==> config.mk <==
export PLATFORM = sky130hd
export DESIGN_NAME = seq_multiplier
export DESIGN_NICKNAME = d
export VERILOG_FILES = /design/src/rtl/seq_multiplier.sv
export SDC_FILE = /design/constraint.sdc
export NUM_CORES = 1
export LEC_CHECK = 0
export CORE_MARGIN = 3
export CORE_UTILIZATION = 40
export DETAILED_ROUTE_END_ITERATION = 10
export GPL_TIMING_DRIVEN = 0
export SKIP_LAST_GASP = 1
export SLEW_MARGIN = 10
export SYNTH_ARGS = -nofsm -noshare
export SYNTH_HDL_FRONTEND = slang
export SYNTH_SLANG_ARGS = --single-unit
==> constraint.sdc <==
create_clock -name Clock -period 10.05 [get_ports Clock]
set_input_delay 1.005 -clock Clock [delete_from_list [all_inputs] [get_ports Clock]]
set_output_delay 1.005 -clock Clock [all_outputs]
set_load 0.01 [all_outputs]
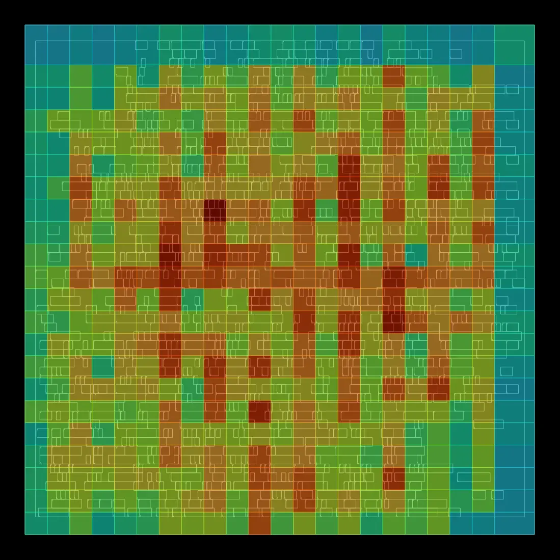
**Above:** routing congestion.
drt wl/cell: 17.7 um
Final Util: 0.518

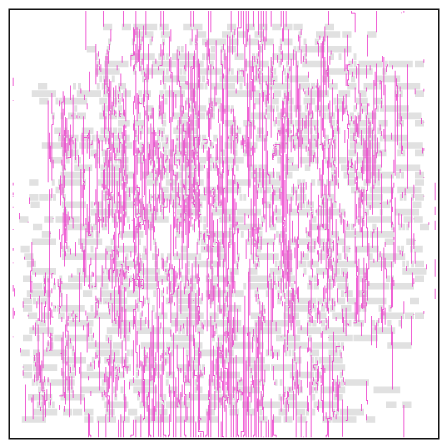
**Above:** met2 routing.
wire length on this layer = 12600 um
nets with wire on the layer = 1045
vias after detailed routing: 7959
Post-Route WL: 26.4 mm
GRT met2 Usage: 0.358

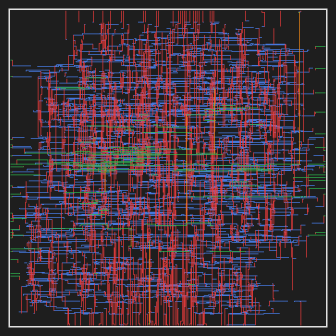
**Above:** wiring by layer.
met3 -> green  # wire length 1320 um
met2 -> red  # wire length 12600 um
met4 -> orange  # wire length 222 um
met1 -> blue  # wire length 12300 um
GRT Util Overall: 0.219

==> changes_impl.md <==
### Changed

* Area leader, netlist: dfrtp_1
* Largest stage delay on the critical path at 0.51 ns
* Pre-Repair DR Iteration Count at 5
* Number of logic gates at 805
* Hold buffer count at CTS at 0
* Gr busiest metal: met2
* Adder Share, Synth at 0.0501
* Met2 Routed Length at 12.6 mm
* CP top delay family: AND-OR/OR-AND gates
* Simple share at 0.204
* Clock root cell: clkbuf_16
* Seq/Total Area, Yosys at 0.471
* Inverter count at 16
* Fill count at between 2000 and 2500
* Mapped Cells at 1045
* Worst Path Required at 10.37 ns
* Critical path buffers and inverters at 1
* Total Power at 3.74 mW
* M1 WL at 12.3 mm
* GR met1 Demand/Resource at 0.303
* Reg area at between 4000 and 5000 um^2
* Core area at between 20000 and 25000 um^2
* Clock Pin Slew Worst Setup and Hold Paths at ~0.080 ns
* Stage-log warning count at 28
* Synth flops at 172
* Worst slack, placed at ~5.3 ns
* Max IR drop VDD at 0.000133 V
* Area reported by Yosys stat at 9150 um^2
* First-pass GRT wire length at approximately 42 mm
* Clock buffer depth at 2
* Flip-flops at 172
* Reg2Reg Depth at 17
* Fraction of registers with async set/reset at 1.00
* Chip area at 24700 um^2
* I/O pin cnt at 134
* Worst-Skew Late Latency at approximately 0.44 ns
* Fin. Hold Viols at 0
* Final std cells w/o fill at 1491
* Critical Path End Type: flip-flop
* DRT iter0 DRCs at 490
* Comb area leader: simple AND/OR/NAND/NOR gates
* Max-Cap Viols at 0
* Post-Syn Nets at 1149
* Vias in the first global route at 7822
* Outcome: finished clean
* Die Span X at 157 um
* Layout area overhead at 25.5%
* Clock buffer count at 17
* Hpwl dp at a little under 20 mm
* Postcts setup bufs at 0
* Leakage power at 5.34 nW
* Yosys aoi share at 0.167
* Min-Delay Path Depth at 2
* Yosys warning tally at 0
* Placed insts at 1459
* Netlist cell types at 58
* Crit path launch type: flip-flop
* I/O Buffers at 133
* Synth mux share at 0.0219
* Routability cong. at 0.896
* CTS Buf Count at 17
## power breakdown
part	internal, mW	leakage, nW	switching [mW]
Combinational	0.826	2.98	0.980
Sequential	0.998	2.06	0.252
Clock	0.343	0.300	0.344
Total	2.17	5.34	1.58
## metrics by stage
stage	hold WS, ns	cell area, um^2	utilization
5_1_grt	0.500	11500	0.518
6_report	0.477	11500	0.518
2_1_floorplan	0.455	9150	-
4_1_cts	0.484	11500	0.518
3_3_place_gp	0.458	10800	0.489
3_5_place_dp	0.462	10900	0.490
## cell families after synthesis
| logic type | Yosys count |
|---|---|
| and+or+nand+nor | 443 |
| AOI/OAI and AO/OA | 246 |
| DFF | 172 |
| buffers and inverters | 68 |
| xor gates and xnor gates | 60 |
| adders and majority gates | 36 |
| muxes | 20 |
Power and IR drop assume default switching activity.
